Run 1, wire density map:
Scale: 8 px per µm. The die is cut into 8 by 9 equal tiles; white is low, dark blue is high, scaled to the fullest tile. Values are wire area over tile area, all layers added.
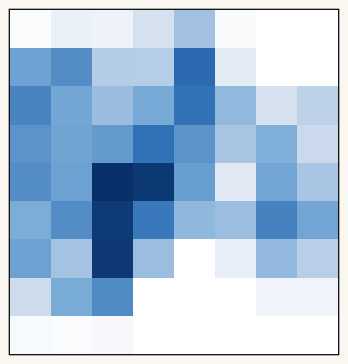
Run 1, sizing map:
Scale: 8 px per µm.
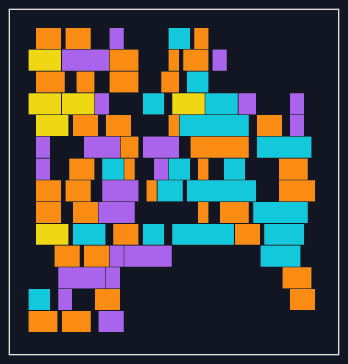
Run 1, metal 3:
Scale: 6 px per µm. Cells faint in the background.
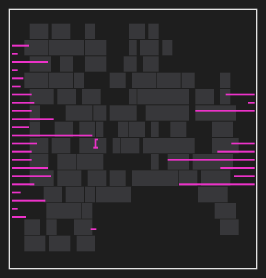
[src/rtl/rv32i_types.sv]
// Shared RV32I pipeline types: hazard controller FSM state encoding and
// a helper mapping the outstanding imem/dmem set onto that state.
package rv32i_types;

   typedef enum logic [1:0] {
      RUN     = 2'd0,
      WAIT_I  = 2'd1,
      WAIT_D  = 2'd2,
      WAIT_ID = 2'd3
   } hazard_state_t;

   // Outstanding-request set -> state: nothing pending means RUN.
   function automatic hazard_state_t state_from(input logic out_i, input logic out_d);
      hazard_state_t s;
      case ({out_i, out_d})
         2'b10:   s = WAIT_I;
         2'b01:   s = WAIT_D;
         2'b11:   s = WAIT_ID;
         default: s = RUN;
      endcase
      return s;
   endfunction

endpackage

[src/rtl/hazard_perf_cnt.sv]
// Saturating event counter: +1 per cycle with inc high, sticks at all-ones.
// Synchronous active-high reset clears it.
module hazard_perf_cnt #(
   parameter int CNT_W = 32
) (
   input  logic             clk,
   input  logic             rst,
   input  logic             inc,
   output logic [CNT_W-1:0] count
);

   logic [CNT_W-1:0] count_q;
   logic [CNT_W-1:0] count_d;

   // Next count: increment unless already saturated.
   always_comb begin
      count_d = count_q;
      if (inc && (count_q != {CNT_W{1'b1}})) begin
         count_d = count_q + {{(CNT_W-1){1'b0}}, 1'b1};
      end
   end

   // Count register.
   always_ff @(posedge clk) begin
      if (rst) count_q <= '0;
      else     count_q <= count_d;
   end

   assign count = count_q;

endmodule

[src/rtl/hazard_ctrl.sv]
// Pipeline hazard controller: memory-wait stalls, load-use bubble and
// redirect flush for a 5-stage RV32I pipeline. All controls are
// combinational from state, redirect_pend and the current inputs.
// A cycle whose response completes the outstanding set is a running cycle
// (no stall); new requests are only tracked while the registered state is RUN.
// Optional performance counters are built when HAZARD_PERF_EN is defined.
// dbg_state exposes the registered FSM state.
module hazard_ctrl
   import rv32i_types::*;
#(
   parameter int CNT_W = 32
) (
   input  logic             clk,
   input  logic             rst,
   input  logic [4:0]       id_rs1,
   input  logic [4:0]       id_rs2,
   input  logic             id_uses_rs1,
   input  logic             id_uses_rs2,
   input  logic [4:0]       ex_rd,
   input  logic             ex_is_load,
   input  logic             ex_redirect,
   input  logic             imem_req,
   input  logic             imem_resp,
   input  logic             dmem_req,
   input  logic             dmem_resp,
   output logic             pc_stall,
   output logic             if_id_stall,
   output logic             if_id_nop,
   output logic             id_ex_stall,
   output logic             id_ex_nop,
   output logic             ex_mem_stall,
   output logic             ex_mem_nop,
   output logic             mem_wb_stall,
   output logic             mem_wb_nop,
`ifdef HAZARD_PERF_EN
   output logic [CNT_W-1:0] stall_cycles,
   output logic [CNT_W-1:0] loaduse_cnt,
   output logic [CNT_W-1:0] flush_cnt,
`endif
   output hazard_state_t    dbg_state
);

   if (CNT_W < 1) begin : g_bad_cnt_w
      $error("hazard_ctrl: CNT_W must be at least 1");
   end

   hazard_state_t state_q, state_d;
   logic          redirect_pend_q, redirect_pend_d;
   logic          out_i, out_d, wait_now, flush, load_use, load_use_hit;

   assign load_use_hit = ex_is_load && (ex_rd != 5'd0) &&
                         ((id_uses_rs1 && (id_rs1 == ex_rd)) ||
                          (id_uses_rs2 && (id_rs2 == ex_rd)));

   // Next state, pending-redirect tracking and all stall/nop controls.
   always_comb begin
      out_i           = 1'b0;
      out_d           = 1'b0;
      flush           = 1'b0;
      load_use        = 1'b0;
      redirect_pend_d = redirect_pend_q;
      pc_stall        = 1'b0;
      if_id_stall     = 1'b0;
      if_id_nop       = 1'b0;
      id_ex_stall     = 1'b0;
      id_ex_nop       = 1'b0;
      ex_mem_stall    = 1'b0;
      ex_mem_nop      = 1'b0;
      mem_wb_stall    = 1'b0;
      mem_wb_nop      = 1'b0;
      case (state_q)
         RUN: begin
            out_i = imem_req & ~imem_resp;
            out_d = dmem_req & ~dmem_resp;
         end
         WAIT_I:  out_i = ~imem_resp;
         WAIT_D:  out_d = ~dmem_resp;
         WAIT_ID: begin
            out_i = ~imem_resp;
            out_d = ~dmem_resp;
         end
         default: ;
      endcase
      wait_now = out_i | out_d;
      state_d  = state_from(out_i, out_d);
      if (wait_now) begin
         // Freeze everything and bubble WB; remember any redirect for later.
         pc_stall        = 1'b1;
         if_id_stall     = 1'b1;
         id_ex_stall     = 1'b1;
         ex_mem_stall    = 1'b1;
         mem_wb_stall    = 1'b1;
         mem_wb_nop      = 1'b1;
         redirect_pend_d = redirect_pend_q | ex_redirect;
      end else begin
         flush           = ex_redirect | redirect_pend_q;
         load_use        = ~flush & load_use_hit;
         redirect_pend_d = 1'b0;
         if (flush) begin
            if_id_nop = 1'b1;
            id_ex_nop = 1'b1;
         end else if (load_use) begin
            pc_stall    = 1'b1;
            if_id_stall = 1'b1;
            id_ex_nop   = 1'b1;
         end
      end
      if (rst) begin
         state_d         = RUN;
         redirect_pend_d = 1'b0;
         wait_now        = 1'b0;
         flush           = 1'b0;
         load_use        = 1'b0;
         pc_stall        = 1'b0;
         if_id_stall     = 1'b0;
         id_ex_stall     = 1'b0;
         ex_mem_stall    = 1'b0;
         mem_wb_stall    = 1'b0;
         if_id_nop       = 1'b1;
         id_ex_nop       = 1'b1;
         ex_mem_nop      = 1'b1;
         mem_wb_nop      = 1'b1;
      end
   end

   // State and pending-redirect registers.
   always_ff @(posedge clk) begin
      state_q         <= state_d;
      redirect_pend_q <= redirect_pend_d;
   end

   assign dbg_state = state_q;

`ifdef HAZARD_PERF_EN
   logic stall_inc, lu_inc, flush_inc;
   assign stall_inc = wait_now | load_use;
   assign lu_inc    = load_use;
   assign flush_inc = flush;

   hazard_perf_cnt #(.CNT_W(CNT_W)) u_stall_cnt (
      .clk(clk), .rst(rst), .inc(stall_inc), .count(stall_cycles));
   hazard_perf_cnt #(.CNT_W(CNT_W)) u_lu_cnt (
      .clk(clk), .rst(rst), .inc(lu_inc), .count(loaduse_cnt));
   hazard_perf_cnt #(.CNT_W(CNT_W)) u_flush_cnt (
      .clk(clk), .rst(rst), .inc(flush_inc), .count(flush_cnt));
`endif

endmodule

[config.mk]
export PLATFORM = sky130hd
export DESIGN_NAME = hazard_ctrl
export DESIGN_NICKNAME = d
export VERILOG_FILES = /design/src/rtl/rv32i_types.sv /design/src/rtl/hazard_perf_cnt.sv /design/src/rtl/hazard_ctrl.sv
export SDC_FILE = /design/constraint.sdc
export NUM_CORES = 1
export LEC_CHECK = 0
export CORE_AREA = 2 2 39 41
export DETAILED_ROUTE_END_ITERATION = 6
export DIE_AREA = 0 0 41 43
export PLACE_DENSITY = 0.72
export SLEW_MARGIN = 20
export SYNTH_ARGS = -nofsm -noshare
export SYNTH_HDL_FRONTEND = slang
export SYNTH_SLANG_ARGS = --single-unit
export TNS_END_PERCENT = 20
[constraint.sdc]
create_clock -name clk -period 1.5 [get_ports clk]
set_input_delay 0.225 -clock clk [delete_from_list [all_inputs] [get_ports clk]]
set_output_delay 0.225 -clock clk [all_outputs]
set_load 0.01 [all_outputs]
==> flow_metrics.py, run 1 <==
# Flow results
metrics = {
    "route": {
        "detail_route.drc_violations": 0,
        "vias": 449,
        "viasPerCell": 4.63,
        "dr.pass1.iters": 4,
    },
    "final_layout": {
        "clock_cell_area_share_pct": 3.33,
        "layout_top_cells": "11 x buf_2, 9 x dlygate4sd2_1, 6 x xor2_1, 6 x buf_6, 6 x clkdlybuf4s50_1",
        "comb_cells": 32,
        "buf_share_pct": 42.0,
        "nFlopsAndLatches": 3,
        "fin_util_pct": 57.1,
        "syn_to_final_growth_pct": 146,
        "diodes": 0,
        "ff_latch_area_um2": 67.6,
        "n_all_inverters": 2,
        "clkbuf_count": 4,
        "layout_top_cell": "buf_2",
    },
    "placed_design": {
        "placed_cells": 92,
        "dp.final_hpwl_um": 896,
    },
    "clock_network": {
        "cts_resized": 107,
        "cts_htree_levels": 1,
        "cts_made_buffers": 3,
        "root_buffer": "clkbuf_4",
        "clk_pin_slew_worst_paths_ps": 40,
        "cts_tree": "done",
        "clock-sinks": 3,
    },
    "yosys": {
        "syn_inst": 41,
        "ys.flops": 3,
        "compound_area_share_pct": 15.2,
        "synth-edff-count": 0,
        "ys_seq_share_pct": 18.7,
        "synthesis.nets": 66,
        "syn_area_um2": 322,
        "top_cell_area_share_pct": 21.8,
        "ys_cells": 41,
        "yosys-top-cells-area": "xor2_1 22%, dfxtp_1 19%, buf_4 9.3%, xnor2_1 5.4%, nor2_1 4.7%",
        "common_cells": "8 x xor2_1, 4 x buf_4, 4 x nor2_1, 3 x dfxtp_1",
        "fa_ha_area_share_pct": 0,
        "mux_area_share_pct": 0,
    },
    "power": {
        "p_sw_uw": 136,
        "clkPwrFrac_pct": 32.3,
        "switching_share_pct": 31.2,
        "power-top-group": "combinational logic",
        "total_power_uw": 437,
        "p_clk_uw": 141,
    },
    "final_timing": {
        "holdWs_ps": 311,
        "rsz0062_at_grt": "yes",
        "tightestPinTransition_ps": 278,
        "maxSlewViolCount": 0,
        "worst_slack_ps": -137,
        "tns_ps": -424,
        "relSlewSlack_pct": 81.3,
        "setup_viol": 4,
        "post-route-min-period_ps": 1640,
        "fmax_mhz": 611,
        "finalHoldViolations": 0,
        "fin_worst_skew_ps": 0.938,
    },
    "status": {
        "status": "finished, violations left",
        "violations": "setup timing",
    },
    "floorplan": {
        "pin_count": 36,
        "die_area_um2": 1760,
        "fp_util_pct": 23.2,
        "rows": 14,
        "die_x_um": 41,
    },
    "critical_path": {
        "cp.required_ps": 1270,
        "cp_cell_sequence": "buf_6 > or4_4 > o21ai_2 > or3_1 > o22ai_2 > buf_2",
        "crit_fanout": 3,
        "cp-end-kind": "output pin",
        "path_class": "input pin to output pin",
        "crit_buf_inv": 2,
    },
    "grt": {
        "antenna_found_initial": 0,
        "grt_max_degree": 9,
        "grt-ovfl-total": 0,
    },
    "job": {
        "warnings": 28,
    },
}
Notes on 'wire density map' above:
The fullest tile reaches 0.33. 35% of the tiles are over half the peak. The mean over all tiles is 0.12. 21% of the tiles are nearly empty.
DRT Wirelength: 1.23 mm
GR Util All Layers: 15.3%
WL per Instance: 12.7 µm

Notes on 'sizing map' above:
x6 and larger: drawn in yellow, cells 6, share 7.4%. x2: drawn in purple, cells 20, share 25%. x1 and smaller: drawn in orange, cells 37, share 46%. x3 and x4: drawn in cyan, cells 18, share 22%.
bufs w/o clock: 40
fin area: 790 µm²
fin worst setup slack: -137 ps

Notes on 'metal 3' above:
The longest straight run is 14.1 µm. The wires run mostly horizontal. The layer carries 140 µm of wire.

==> run 1: per-layer routing <==
metal / share of wire [%] / GRT usage, % / wire length (µm)
met1: 33 / 15.4 / 403
met2: 55 / 28.4 / 673
met3: 11 / 2.62 / 140
met4: 1.1 / 6.00 / 13
met5: 0 / 0 / 0
==> run 1: worst paths after layout <==
path	slack, ps	to	cells past startpoint	from
worst min register to register	510	redirect_pend_q$_SDFF_PN0_	2	redirect_pend_q$_SDFF_PN0_
worst min-delay path	310	dbg_state[1]$_SDFF_PP0_	3	dmem_resp
worst max-delay path	-140	if_id_stall	6	ex_rd[3]
worst max register to register	390	redirect_pend_q$_SDFF_PN0_	5	dbg_state[1]$_SDFF_PP0_
==> run 1: sequential cells by signal, indices dropped and copies added (netlist names) <==
register / cells
dbg_state: 2
redirect_pend_q: 1
==> inputs of run 2 (changes only) <==
--- a/config.mk
+++ b/config.mk
@@ -8,6 +8,7 @@
 export CORE_AREA = 2 2 39 41
 export DETAILED_ROUTE_END_ITERATION = 6
 export DIE_AREA = 0 0 41 43
+export HOLD_SLACK_MARGIN = 0.15
 export PLACE_DENSITY = 0.72
 export SLEW_MARGIN = 20
 export SYNTH_ARGS = -nofsm -noshare
Run 2, sizing map:
Scale: 8 px per µm.
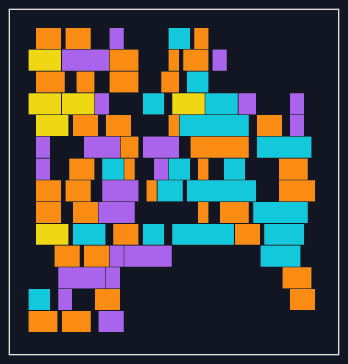
x3 and x4: drawn in cyan, cells 18, share 22%. x6 and larger: drawn in yellow, cells 6, share 7.4%. x2: drawn in purple, cells 20, share 25%. x1 and smaller: drawn in orange, cells 37, share 46%.
Area Overhead vs Synth: 146%

==> flow_metrics.py, run 2 <==
# Flow results
metrics = {
    "status": {
        "status": "finished, violations left",
        "violations": "setup timing",
    },
    "worst_hold_path": {
        "worstHoldPathType": "input pin to flop",
    },
    "yosys": {
        "syn_inst": 41,
        "synth-edff-count": 0,
        "ys_cells": 41,
        "flop_cell": "dfxtp_1",
        "synthesis.nets": 66,
        "synth_async_sr_flop_share_pct": 0,
        "yosys-stat-area_um2": 322,
        "top_area_cell": "xor2_1",
        "most_common_cell": "xor2_1",
        "common_cells": "8 x xor2_1, 4 x buf_4, 4 x nor2_1, 3 x dfxtp_1",
        "xor_area_share_pct": 27.2,
        "compound_area_share_pct": 15.2,
        "ys.flops": 3,
        "ys_seq_share_pct": 18.7,
        "fa_ha_area_share_pct": 0,
        "top_cell_area_share_pct": 21.8,
        "ys_warn_count": 0,
        "synth.distinct_cells": 22,
        "postSynthAreaPerCell_um2": 7.84,
        "yosys-top-cells-area": "xor2_1 22%, dfxtp_1 19%, buf_4 9.3%, xnor2_1 5.4%, nor2_1 4.7%",
        "syn_area_um2": 322,
        "ys_top_logic_family": "simple AND/OR/NAND/NOR gates",
        "mux_area_share_pct": 0,
    },
    "clock_network": {
        "root_buffer": "clkbuf_4",
        "postCtsSetupRepairBufs": 1,
        "clkLatencyLatePin_ps": 230,
        "cts_made_buffers": 3,
        "cts_resized": 107,
        "cts.path.max_buffers": 2,
        "clock-sinks": 3,
        "hold_buffers": 0,
        "cts_tree": "done",
        "clk_pin_slew_worst_paths_ps": 40,
        "cts_htree_levels": 1,
    },
    "grt": {
        "grt_max_degree": 9,
        "antenna_found_initial": 0,
        "grt-busiest-layer": "met2",
        "grt.met1_usage_pct": 15.4,
        "met3_usage_pct": 2.62,
        "grt-ovfl-total": 0,
        "grt_pass1_wl_mm": 1.84,
        "grt_use_total_pct": 15.3,
        "use_met2_pct": 28.4,
        "grt_pass1_vias": 503,
    },
    "power": {
        "p_leak_nw": 0.358,
        "pwr-share-comb_pct": 47.5,
        "switching_share_pct": 31.2,
        "p_clk_uw": 141,
        "p_seq_uw": 88.4,
        "power-top-group": "combinational logic",
        "total_power_uw": 437,
        "p_seq_share_pct": 20.2,
        "clkPwrFrac_pct": 32.3,
        "comb_power_uw": 207,
        "p_sw_uw": 136,
        "ir_drop_uv": 232,
    },
    "final_layout": {
        "fin_util_pct": 57.1,
        "diodes": 0,
        "comb_area_um2": 337,
        "nFillCells": 140,
        "nNetsFinal": 107,
        "drive_gt1_share_pct": 54.3,
        "largest_reg_flops": 2,
        "layout_top_cell": "buf_2",
        "finalNonFillerCells": 97,
        "ff_latch_area_um2": 67.6,
        "fin_area_um2": 790,
        "layout_top_cells": "11 x buf_2, 9 x dlygate4sd2_1, 6 x xor2_1, 6 x buf_6, 6 x clkdlybuf4s50_1",
    },
    "final_timing": {
        "finalHoldViolations": 0,
        "post-route-min-period_ps": 1640,
        "relSlewSlack_pct": 81.3,
        "finalCritPeriodShare_pct": 109,
        "maxSlewViolCount": 0,
        "setup_viol": 4,
        "fin_worst_skew_ps": 0.938,
        "tns_ps": -424,
        "tightestPinTransition_ps": 278,
        "rsz0062_at_grt": "yes",
        "fmax_mhz": 611,
        "holdWs_ps": 311,
        "worst_slack_ps": -137,
    },
    "placed_design": {
        "placed_cells": 92,
        "dp.final_hpwl_um": 896,
        "detailed_place.area_um2": 692,
        "io_buffers": 35,
        "dp_slack_ps": -898,
        "routabilityCongestion": 0.738,
    },
    "job": {
        "maxCapViolCount": 0,
        "warnings": 28,
    },
    "route": {
        "vias": 449,
        "routed_wl_mm": 1.23,
        "drtIter0Drc": 3,
        "dr_wl_met2_um": 673,
        "met1Wirelength_um": 403,
        "ant_nets": 0,
        "routedWlPerCell_um": 12.7,
        "dr.pass1.iters": 4,
        "viasPerCell": 4.63,
        "detail_route.drc_violations": 0,
        "top_layer": "met4",
        "wl_met3_um": 140,
    },
    "floorplan": {
        "rows": 14,
        "die_area_um2": 1760,
        "pin_count": 36,
        "core_area_um2": 1380,
        "die.size.y_um": 43,
        "die_x_um": 41,
        "fp_util_pct": 23.2,
    },
    "critical_path": {
        "cp.arrival_ps": 1410,
        "cp.required_ps": 1270,
        "critPathLaunchType": "input pin",
        "cp-end-kind": "output pin",
        "cp_cell_sequence": "buf_6 > or4_4 > o21ai_2 > or3_1 > o22ai_2 > buf_2",
        "path_class": "input pin to output pin",
        "critical_path.slowest_cell": "or4_4",
        "crit_buf_inv": 2,
        "crit_path_max_incr_delay_ps": 520,
        "crit_fanout": 3,
    },
}
## run 2: worst paths after layout
kind	from	to	slack (ps)	cells after the start
worst min-delay path	dmem_resp	dbg_state[1]$_SDFF_PP0_	310	3
worst max register to register	dbg_state[1]$_SDFF_PP0_	redirect_pend_q$_SDFF_PN0_	390	5
worst max-delay path	ex_rd[3]	if_id_stall	-140	6
worst min register to register	redirect_pend_q$_SDFF_PN0_	redirect_pend_q$_SDFF_PN0_	510	2
## run 2: layout make-up
class | count | share of cell area [%]
Inverter | 2 | 0.951
Timing Repair Buffer | 40 | 42.0
Multi-Input combinational cell | 32 | 42.6
Sequential cell | 3 | 8.56
Clock buffer | 4 | 3.33
Tap cell | 16 | 2.54
Power and IR drop assume default switching activity.
